Fig. 1: the metal 3 layer
(2 px per um) Cells faint in the background.
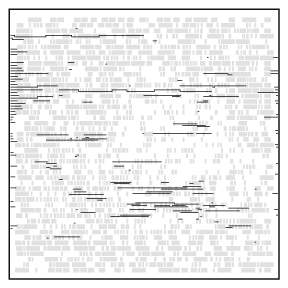
Fig. 2: clock wires, drivers and flops
(3 px per um)
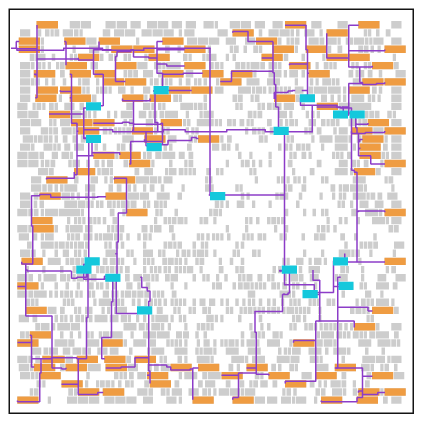
Fig. 3: routing congestion
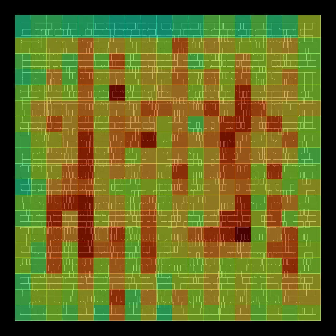
### src/rtl/alu_pkg.sv
// Shared types and constants for the ALU execute stage and its decoder.
package alu_pkg;

  // 3-bit ALU control word F driven into alu32.
  typedef enum logic [2:0] {
    ALU_AND = 3'b000,
    ALU_OR  = 3'b001,
    ALU_ADD = 3'b010,
    ALU_SUB = 3'b110,
    ALU_SLT = 3'b111
  } alu_ctrl_t;

  localparam logic [1:0] ALUOP_ADD   = 2'b00;
  localparam logic [1:0] ALUOP_SUB   = 2'b01;
  localparam logic [1:0] ALUOP_RTYPE = 2'b10;
  localparam logic [1:0] ALUOP_OR    = 2'b11;

  localparam logic [5:0] FUNCT_ADD  = 6'b100000;
  localparam logic [5:0] FUNCT_ADDU = 6'b100001;
  localparam logic [5:0] FUNCT_SUB  = 6'b100010;
  localparam logic [5:0] FUNCT_SUBU = 6'b100011;
  localparam logic [5:0] FUNCT_AND  = 6'b100100;
  localparam logic [5:0] FUNCT_OR   = 6'b100101;
  localparam logic [5:0] FUNCT_SLT  = 6'b101010;

  // Operand stage: decoded control plus latched operands.
  typedef struct packed {
    logic        valid;
    alu_ctrl_t   f;
    logic        sgn;
    logic        illegal;
    logic [31:0] a;
    logic [31:0] b;
    logic [4:0]  rd;
  } s1_t;

  // Result stage: everything the writeback stage sees.
  typedef struct packed {
    logic        valid;
    logic [31:0] y;
    logic        zero;
    logic        trap;
    logic        illegal;
    logic [4:0]  rd;
  } s2_t;

endpackage

### src/rtl/alu32.sv
// 32-bit ALU: F[2] inverts B (and supplies the carry-in), F[1:0] selects
// and / or / sum / set-less-than. Overflow is the signed add/sub overflow.
module alu32 (
  input  logic [31:0] A,
  input  logic [31:0] B,
  input  logic [2:0]  F,
  output logic [31:0] Y,
  output logic        Zero,
  output logic        Overflow
);

  logic [31:0] bb;
  logic [31:0] sum;

  // Datapath: conditional invert, adder and result select.
  always_comb begin
    bb  = F[2] ? ~B : B;
    sum = A + bb + {31'd0, F[2]};
    case (F[1:0])
      2'b00:   Y = A & bb;
      2'b01:   Y = A | bb;
      2'b10:   Y = sum;
      default: Y = {31'd0, sum[31]};
    endcase
    Zero     = (Y == 32'd0);
    Overflow = (F[1:0] == 2'b10) & (A[31] == bb[31]) & (sum[31] != A[31]);
  end

endmodule

### src/rtl/alu_dec.sv
// aluop/funct decoder: ALU control word, signed-op flag and illegal flag.
module alu_dec
  import alu_pkg::*;
(
  input  logic [1:0] aluop,
  input  logic [5:0] funct,
  output alu_ctrl_t  f,
  output logic       sgn,
  output logic       illegal
);

  // Map the op class (and funct for R-type) onto the ALU control word.
  always_comb begin
    f       = ALU_ADD;
    sgn     = 1'b0;
    illegal = 1'b0;
    case (aluop)
      ALUOP_ADD: f = ALU_ADD;
      ALUOP_SUB: f = ALU_SUB;
      ALUOP_OR:  f = ALU_OR;
      default: begin
        case (funct)
          FUNCT_ADD:  begin f = ALU_ADD; sgn = 1'b1; end
          FUNCT_ADDU: f = ALU_ADD;
          FUNCT_SUB:  begin f = ALU_SUB; sgn = 1'b1; end
          FUNCT_SUBU: f = ALU_SUB;
          FUNCT_AND:  f = ALU_AND;
          FUNCT_OR:   f = ALU_OR;
          FUNCT_SLT:  f = ALU_SLT;
          default:    begin f = ALU_ADD; illegal = 1'b1; end
        endcase
      end
    endcase
  end

endmodule

### src/rtl/alu_exec_stage.sv
// Two-register execute stage around alu32: S1 holds decoded op + operands,
// S2 holds the registered result presented to writeback.
module alu_exec_stage
  import alu_pkg::*;
#(
  parameter bit TRAP_ON_OVF = 1'b1
) (
  input  logic        clk,
  input  logic        rst_n,
  input  logic        in_valid,
  output logic        in_ready,
  input  logic [1:0]  aluop,
  input  logic [5:0]  funct,
  input  logic [31:0] src_a,
  input  logic [31:0] src_b,
  input  logic [4:0]  rd,
  input  logic        flush,
  output logic        out_valid,
  input  logic        out_ready,
  output logic [31:0] out_result,
  output logic        out_zero,
  output logic [4:0]  out_rd,
  output logic        out_trap,
  output logic        out_illegal,
  output logic        ovf_sticky,
  input  logic        ovf_clr
);

  s1_t         s1;
  s2_t         s2;
  alu_ctrl_t   dec_f;
  logic        dec_sgn;
  logic        dec_ill;
  logic [31:0] alu_y;
  logic        alu_zero;
  logic        alu_ovf;
  logic        trap_nx;
  logic        s2_adv;

  alu_dec u_dec (
    .aluop   (aluop),
    .funct   (funct),
    .f       (dec_f),
    .sgn     (dec_sgn),
    .illegal (dec_ill)
  );

  alu32 u_alu (
    .A        (s1.a),
    .B        (s1.b),
    .F        (s1.f),
    .Y        (alu_y),
    .Zero     (alu_zero),
    .Overflow (alu_ovf)
  );

  // Handshake: a transfer happens on a rising edge where valid & ready are
  // both high; valid never depends on ready, and a producer holding valid
  // keeps its payload stable until the transfer. S2 may take a new entry when
  // it is empty or draining; S1 may take input when empty or moving into S2.
  always_comb begin
    s2_adv   = !s2.valid | out_ready;
    in_ready = rst_n & (!s1.valid | s2_adv) & !flush;
    trap_nx  = TRAP_ON_OVF & s1.sgn & alu_ovf;
  end

  // Operand stage register.
  always_ff @(posedge clk) begin
    if (!rst_n || flush) begin
      s1 <= '0;
    end else if (in_valid && in_ready) begin
      s1 <= '{valid: 1'b1, f: dec_f, sgn: dec_sgn, illegal: dec_ill,
              a: src_a, b: src_b, rd: rd};
    end else if (s2_adv) begin
      s1.valid <= 1'b0;
    end
  end

  // Result stage register; captures S1 (including bubbles) whenever it can advance.
  always_ff @(posedge clk) begin
    if (!rst_n) begin
      s2 <= '0;
    end else if (flush) begin
      s2.valid <= 1'b0;
    end else if (s2_adv) begin
      s2 <= '{valid: s1.valid, y: alu_y, zero: alu_zero, trap: trap_nx,
              illegal: s1.illegal, rd: s1.rd};
    end
  end

  // Sticky overflow: a trapping result entering S2 beats a coincident clear.
  always_ff @(posedge clk) begin
    if (!rst_n) begin
      ovf_sticky <= 1'b0;
    end else if (!flush && s2_adv && s1.valid && trap_nx) begin
      ovf_sticky <= 1'b1;
    end else if (ovf_clr) begin
      ovf_sticky <= 1'b0;
    end
  end

  assign out_valid   = s2.valid;
  assign out_result  = s2.y;
  assign out_zero    = s2.zero;
  assign out_rd      = s2.rd;
  assign out_trap    = s2.trap;
  assign out_illegal = s2.illegal;

endmodule

### config.mk
export PLATFORM = sky130hd
export DESIGN_NAME = alu_exec_stage
export DESIGN_NICKNAME = d
export VERILOG_FILES = /design/src/rtl/alu_pkg.sv /design/src/rtl/alu32.sv /design/src/rtl/alu_dec.sv /design/src/rtl/alu_exec_stage.sv
export SDC_FILE = /design/constraint.sdc
export NUM_CORES = 1
export LEC_CHECK = 0
export ABC_AREA = 1
export CORE_MARGIN = 2
export CORE_UTILIZATION = 49
export CTS_BUF_LIST = sky130_fd_sc_hd__clkbuf_8
export DETAILED_ROUTE_END_ITERATION = 10
export HOLD_SLACK_MARGIN = 0.03
export PLACE_DENSITY = 0.72
export RECOVER_POWER = 50
export SKIP_LAST_GASP = 1
export SLEW_MARGIN = 20
export SYNTH_ARGS = -nofsm -noshare
export SYNTH_HDL_FRONTEND = slang
export SYNTH_SLANG_ARGS = --single-unit
### constraint.sdc
create_clock -name clk -period 4.1 [get_ports clk]
set_clock_uncertainty 0.2 [all_clocks]
set_input_delay 0.41 -clock clk [delete_from_list [all_inputs] [get_ports clk]]
set_output_delay 0.41 -clock clk [all_outputs]
set_load 0.005 [all_outputs]
==> impl_metrics.ini <==
; physical design summary
[run_status]
status = finished with violations
violations = max-capacitance violations, max-slew violations

[final_layout]
final_nets = 1600
fin_area_mm2 = 0.01010

[routing]
postRouteAntennaNets = 0
drt_pass1_iterations = 5

[yosys]
adder_share = 0.09893
mux_share = 0
mappedNetlistArea_mm2 = 0.008297
fp_nets = 1492
yosysSeqAreaShare = 0.2823
flop_cell = dfxtp_1
synthCells = 1344

[worst_hold_path]
min-delay-start = ovf_sticky
hold_end = ovf_sticky
min_path_type = reg -> reg

[worst_setup_path]
r2r_cells = 19
reg2reg_slack_ns = 0.75
path_class = in -> reg
critPathCaptureType = register

[final_timing]
setup_violations = 0
drv_slew = 42
setup_ws_ns = 0.6737

[clock_tree]
post_cts_buffers = 0
cts_tree = yes
h-tree-depth = 4
cts.sinks = 117

[flow_run]
drv_cap = 1
-- Fig. 1 (at the start) --
main direction: horizontal
wire length on this layer: 1080 um
nets with wire on the layer: 124
longest straight run: 34.5 um

-- Fig. 2 (at the start) --
legend:
  clock wires:
    colour: purple
    length: 1840 um
  flip-flops:
    colour: orange
    count: 117
  cells driving clock nets:
    colour: cyan
    count: 17
flops lie: spread over the die
clk_lat worst skew: 0.46 ns
Clock Power: 1090 uW
part of the power in the clock network: 0.397

-- Fig. 3 (at the start) --
M1 GR Usage: 0.3583
Total GRT Usage: 0.2904

-- layout by cell type, fill, tap and decap left out, drive strengths merged, types with 2 or more instances in the layout --
cell type | netlist | layout
nor2 | 131 | 131
o21bai | 3 | 3
nand2 | 367 | 367
clkinv | 4 | 9
o2111ai | 2 | 2
buf | 18 | 8
o22ai | 25 | 25
xnor2 | 31 | 31
nor4 | 3 | 3
clkdlybuf4s50 | 0 | 81
o21ai | 110 | 110
clkbuf | 29 | 21
a21oi | 66 | 66
xor2 | 2 | 2
clkinvlp | 0 | 2
dfxtp | 117 | 117
o211ai | 10 | 10
ha | 64 | 64
and2 | 2 | 2
nor3 | 4 | 4
nand3b | 10 | 10
dlygate4sd3 | 0 | 44
inv | 259 | 265
nand3 | 73 | 73
nand4 | 9 | 9
-- flip-flops by register name, summed over array words and instances (netlist names) --
signal       cells
out_illegal      1
out_rd           5
out_result      32
out_trap         1
out_valid        1
out_zero         1
ovf_sticky       1
s1              75
-- layer usage --
layer	routed length [um]	vias to the layer above
li1	-	4394
met3	1079	40
met2	12240	220
met4	642	0
met1	11440	3883
met5	0	-
-- critical path, stage by stage --
cell and delay, ns:
dlygate4sd3_1 0.52, clkbuf_1 0.53, clkinv_1 0.28, nor2_4 0.14
clkbuf_2 1.02, o21ai_0 0.44, a21oi_1 0.23
-- cell type report --
class / count / area [um2] / share of cell area
clock buffers: 18 / 247.7 / 0.02452
clock inverters: 14 / 143.9 / 0.01424
inverters: 263 / 987.2 / 0.09772
multi-input cells: 917 / 4781 / 0.4732
flip-flops and latches: 117 / 2344 / 0.2320
well taps: 220 / 275.3 / 0.02725
repair buffers: 136 / 1324 / 0.1310
-- report_power, final --
group | switching (uW) | leakage [uW] | internal (uW)
clock | 579 | 0.000197 | 514
combinational | 243 | 0.00396 | 204
sequential | 28.1 | 0.000956 | 1180
Power figures rest on the tool's default switching activity, not on a simulated workload.
